===== config.mk =====
export PLATFORM = sky130hd
export DESIGN_NAME = tinyqv_intc
export DESIGN_NICKNAME = d
export VERILOG_FILES = /design/src/rtl/tinyqv_intc.sv
export SDC_FILE = /design/constraint.sdc
export NUM_CORES = 1
export LEC_CHECK = 0
export CAP_MARGIN = 20
export CORE_AREA = 2 2 81 122
export DETAILED_ROUTE_END_ITERATION = 10
export DIE_AREA = 0 0 83 124
export PLACE_DENSITY = 0.76
export RECOVER_POWER = 50
export SYNTH_ARGS = -nofsm -noshare
export SYNTH_HDL_FRONTEND = slang
export SYNTH_SLANG_ARGS = --single-unit

===== constraint.sdc =====
create_clock -name clk -period 2.4 [get_ports clk]
set_input_delay 0.24 -clock clk [delete_from_list [all_inputs] [get_ports clk]]
set_output_delay 0.24 -clock clk [all_outputs]
set_load 0.01 [all_outputs]

===== src/rtl/tinyqv_intc.sv =====
// tinyqv_intc: parametrised interrupt controller for the nibble-serial TinyQV core.
// Holds the enable (MIE), pending (MIP) and trigger-mode registers and picks the
// winning channel when the core takes an interrupt. CSR traffic moves one nibble
// per counter step, with bit i carried on nibble i/4 at counter == i/4.
//
// Acknowledge handshake: take_irq is a one-cycle request that is only honoured at
// counter == 0. The clock after an honoured request, irq_cause/cause_valid are
// updated together and then hold until the next honoured request; there is no
// back-pressure, so the core must take the result at any time before then.

module tinyqv_intc #(
  parameter int          NUM_IRQ    = 16,
  parameter logic [31:0] MODE_RESET = 32'h0000_0003,
  parameter bit          AUTO_CLEAR = 1'b1,
  parameter logic [11:0] ADDR_MIE   = 12'h304,
  parameter logic [11:0] ADDR_MIP   = 12'h344,
  parameter logic [11:0] ADDR_MODE  = 12'hBC0
) (
  input  logic               clk,
  input  logic               rstn,
  input  logic [2:0]         counter,
  input  logic [NUM_IRQ-1:0] irq_in,
  input  logic               global_ie,
  input  logic [11:0]        csr_addr,
  input  logic [1:0]         csr_op,
  input  logic [3:0]         csr_wdata,
  output logic [3:0]         csr_rdata,
  input  logic               take_irq,
  output logic               irq_pending,
  output logic [4:0]         irq_cause,
  output logic               cause_valid
);

  localparam logic [1:0] OP_WRITE = 2'b01;
  localparam logic [1:0] OP_SET   = 2'b10;
  localparam logic [1:0] OP_CLEAR = 2'b11;

  logic [NUM_IRQ-1:0] enable_q, mode_q, edge_q, last_q;
  logic [NUM_IRQ-1:0] enable_n, mode_n, edge_n;
  logic [NUM_IRQ-1:0] pending, active;
  logic [NUM_IRQ-1:0] nib_mask, nib_bits, rd_word, win_oh;
  logic               sel_mie, sel_mip, sel_mode, ack, win_any;
  logic [4:0]         win_idx, cause_q;
  logic               cause_valid_q;

  // Apply a CSR write/set/clear to the nibble selected by the counter.
  function automatic logic [NUM_IRQ-1:0] csr_apply(
    input logic [1:0]         op,
    input logic [NUM_IRQ-1:0] old,
    input logic [NUM_IRQ-1:0] mask,
    input logic [NUM_IRQ-1:0] bits
  );
    case (op)
      OP_WRITE: return (old & ~mask) | bits;
      OP_SET:   return old | bits;
      OP_CLEAR: return old & ~bits;
      default:  return old;
    endcase
  endfunction

  // Counters past the last nibble shift everything out, so they read 0 and write nothing.
  assign nib_mask = NUM_IRQ'(4'hF) << {counter, 2'b00};
  assign nib_bits = NUM_IRQ'(csr_wdata) << {counter, 2'b00};

  assign sel_mie  = (csr_op != 2'b00) && (csr_addr == ADDR_MIE);
  assign sel_mip  = (csr_op != 2'b00) && (csr_addr == ADDR_MIP);
  assign sel_mode = (csr_op != 2'b00) && (csr_addr == ADDR_MODE);

  // Level channels follow the line directly; edge channels report their latch.
  assign pending     = (mode_q & edge_q) | (~mode_q & irq_in);
  assign active      = pending & enable_q;
  assign irq_pending = global_ie & (|active);
  assign ack         = take_irq && (counter == 3'd0);

  // Read path: pre-update register value, nibble picked by the counter.
  always_comb begin
    rd_word = '0;
    if (sel_mie)       rd_word = enable_q;
    else if (sel_mip)  rd_word = pending;
    else if (sel_mode) rd_word = mode_q;
    csr_rdata = 4'(rd_word >> {counter, 2'b00});
  end

  // Fixed priority: the lowest-numbered active channel wins.
  always_comb begin
    win_idx = 5'd0;
    win_any = 1'b0;
    win_oh  = '0;
    for (int i = NUM_IRQ - 1; i >= 0; i--) begin
      if (active[i]) begin
        win_idx = 5'(i);
        win_any = 1'b1;
        win_oh  = '0;
        win_oh[i] = 1'b1;
      end
    end
  end

  // Next register values; hardware edges are applied after software clears so set wins.
  always_comb begin
    enable_n = sel_mie  ? csr_apply(csr_op, enable_q, nib_mask, nib_bits) : enable_q;
    mode_n   = sel_mode ? csr_apply(csr_op, mode_q, nib_mask, nib_bits) : mode_q;
    edge_n   = sel_mip  ? csr_apply(csr_op, edge_q, nib_mask, nib_bits) : edge_q;
    if (AUTO_CLEAR && ack) edge_n = edge_n & ~(win_oh & mode_q);
    edge_n = edge_n | (irq_in & ~last_q & mode_q);
    // Level channels never hold a latched edge, which also drops it on a mode change.
    edge_n = edge_n & mode_n;
  end

  // State registers and the acknowledge result.
  always_ff @(posedge clk or negedge rstn) begin
    if (!rstn) begin
      enable_q      <= '0;
      mode_q        <= MODE_RESET[NUM_IRQ-1:0];
      edge_q        <= '0;
      last_q        <= '0;
      cause_q       <= 5'd0;
      cause_valid_q <= 1'b0;
    end else begin
      enable_q <= enable_n;
      mode_q   <= mode_n;
      edge_q   <= edge_n;
      last_q   <= irq_in;
      if (ack) begin
        cause_q       <= win_any ? win_idx : 5'd0;
        cause_valid_q <= win_any;
      end
    end
  end

  assign irq_cause   = cause_q;
  assign cause_valid = cause_valid_q;

endmodule


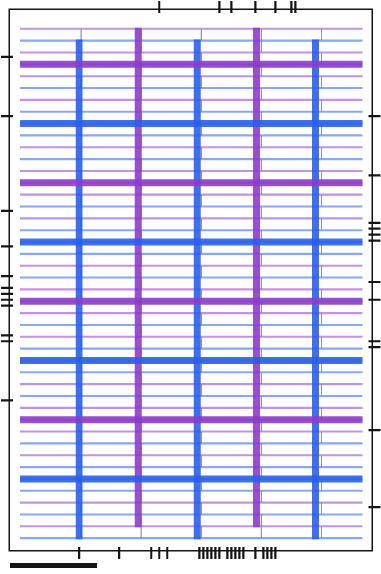
(PDN straps and rails)
The bar under the picture is 20 um long. Pins as bars on the die edge. Tap cells in gray.
Purple stands for VDD. Blue stands for VSS.
The core has 43 rows. 8 straps on met5. 52 signal pins sit on the boundary. 44 met1 rails follow the rows.
DIE HEIGHT: 124 um
core area: 9200 sq um
Die X-Extent: 83 um
VDD IR max: 0.397 mV

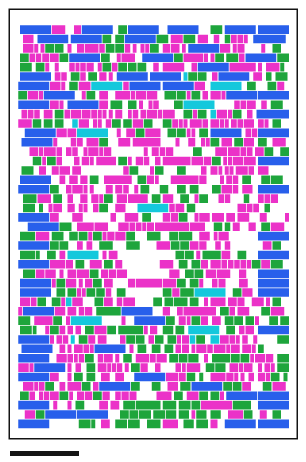
(placement by cell class)
The bar under the picture is 20 um long.
Green stands for other buffers and delay cells, cells 249. Magenta stands for all other logic, cells 488. Cyan stands for clock drivers and dummy loads, cells 16. Blue stands for flip-flops, cells 69.
Seq area share: 0.234
Cell Rows: 43
Design Area, Final: 7380 sq um

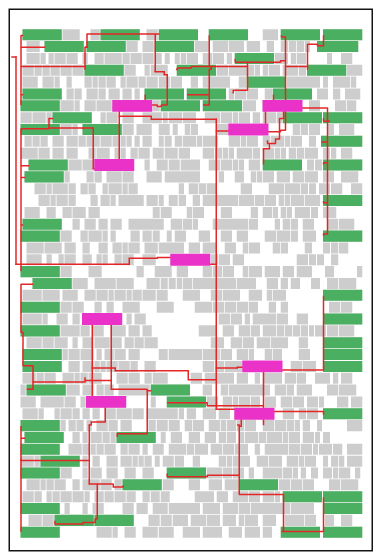
(clock distribution)
Magenta stands for cells driving clock nets, count 9. Red stands for clock wires, length 976 um. Green stands for flip-flops, count 69.
Position of the flops: widely spread. There are 10 routed clock nets.
Latency at later pin: 0.34 ns
clock network power: 1.20 mW
clock power share: 0.409
Clock Skew: 0.00573 ns

==> qor.csv <==
stage,metric,value,unit
sta,Max Freq,0.386,GHz
sta,final setup vio count,4,
clocking,Clock Tree Buf Depth,2,
sta,Final Hold Fails,0,
yosys,"EDFF count, synth",0,
yosys,Top cells by area,"dfrtp_1 34%, a21oi_1 5.9%, nand2_1 5.1%, o21ai_0 4.7%, nor2_1 3.5%",
finish,dominant logic cell type in the layout,buf_4,
yosys,aoi share,0.321,
place,Final Wtd Congestion,1.01,
sta,final period utilization,1.08,
sta,Slew @ Worst Pin,0.961,ns
clocking,Inserted Clock Buffers,9,
outcome,outcome,"complete, but fails checks",
yosys,Synth top area share,0.336,
sta,final setup margin,-0.193,ns
pwr,Seq group,1.18,mW
critical_path,CP Class,in -> out,
hold_path,hold wc startpoint,irq_cause[3],
outcome,failing checks,negative setup slack,
yosys,Yosys Instances,597,
clocking,post-CTS setup buffers,13,
drt,routed vias/inst,6.71,
critical_path,crit-path max FO,4,
finish,Final nets,861,
place,Placed Area,6850,sq um
critical_path,CP Capture Type,output port,
critical_path,Worst R2R Start,mode_q[10],
finish,ant diodes,0,
yosys,yosys stat chip area,4980,sq um
floorplan,FP Util,0.542,
grt,first-pass GRT wire length,33500,um
yosys,most frequent cell after synthesis,nand2_1,
pwr,Max power group,clock,
critical_path,"critical path, cell by cell",buf_8 > inv_4 > ha_4 > and4bb_2 > buf_6 > and4_4 > buf_6 > a31oi_1 > o31a_1 > or4_4 > a21oi_4 > buf_6,
drt,drc violations,0,
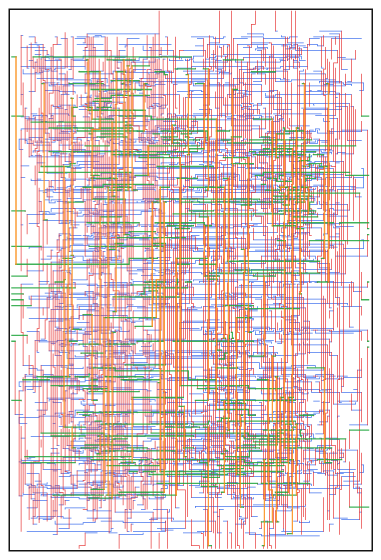
(wiring by layer)
Green stands for met3, wire length 1,990 um. Orange stands for met4, wire length 2,010 um. Red stands for met2, wire length 10,400 um. Blue stands for met1, wire length 7,320 um.
GRT Total Usage: 0.427
Total Wirelength: 21,700 um

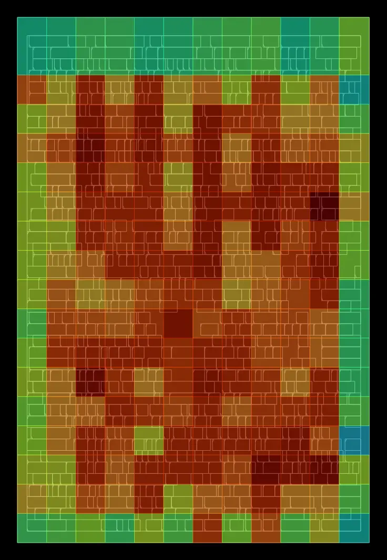
(routing congestion)
GR Util met1: 0.474
Routed wire per std cell: 23.2 um
met2 usage: 0.729
grt peak-use layer: met2

## layout make-up
| type | count | area share |
|---|---|---|
| clock buffers | 11 | 0.0315 |
| well taps | 112 | 0.0190 |
| clock inverters | 5 | 0.00373 |
| multi-input cells | 471 | 0.429 |
| repair buffers | 249 | 0.274 |
| flip-flops and latches | 69 | 0.234 |
| inverters | 17 | 0.00933 |
## cell families (layout without fill, tap and decap cells)
kind of cell / count (synthesis) / count (layout)
AOI/OAI and AO/OA: 238 / 238
adders and majority gates: 3 / 3
buffers and inverters: 57 / 282
DFF: 69 / 69
muxes: 19 / 19
other: 1 / 1
and+or+nand+nor: 210 / 210
## flip-flops by register name (all words and copies together) (netlist names)
| name | flops |
|---|---|
| cause_valid | 1 |
| edge_q | 16 |
| enable_q | 16 |
| irq_cause | 4 |
| last_q | 16 |
| mode_q | 16 |
No activity file was given, so power comes from the tool's default toggle rates.
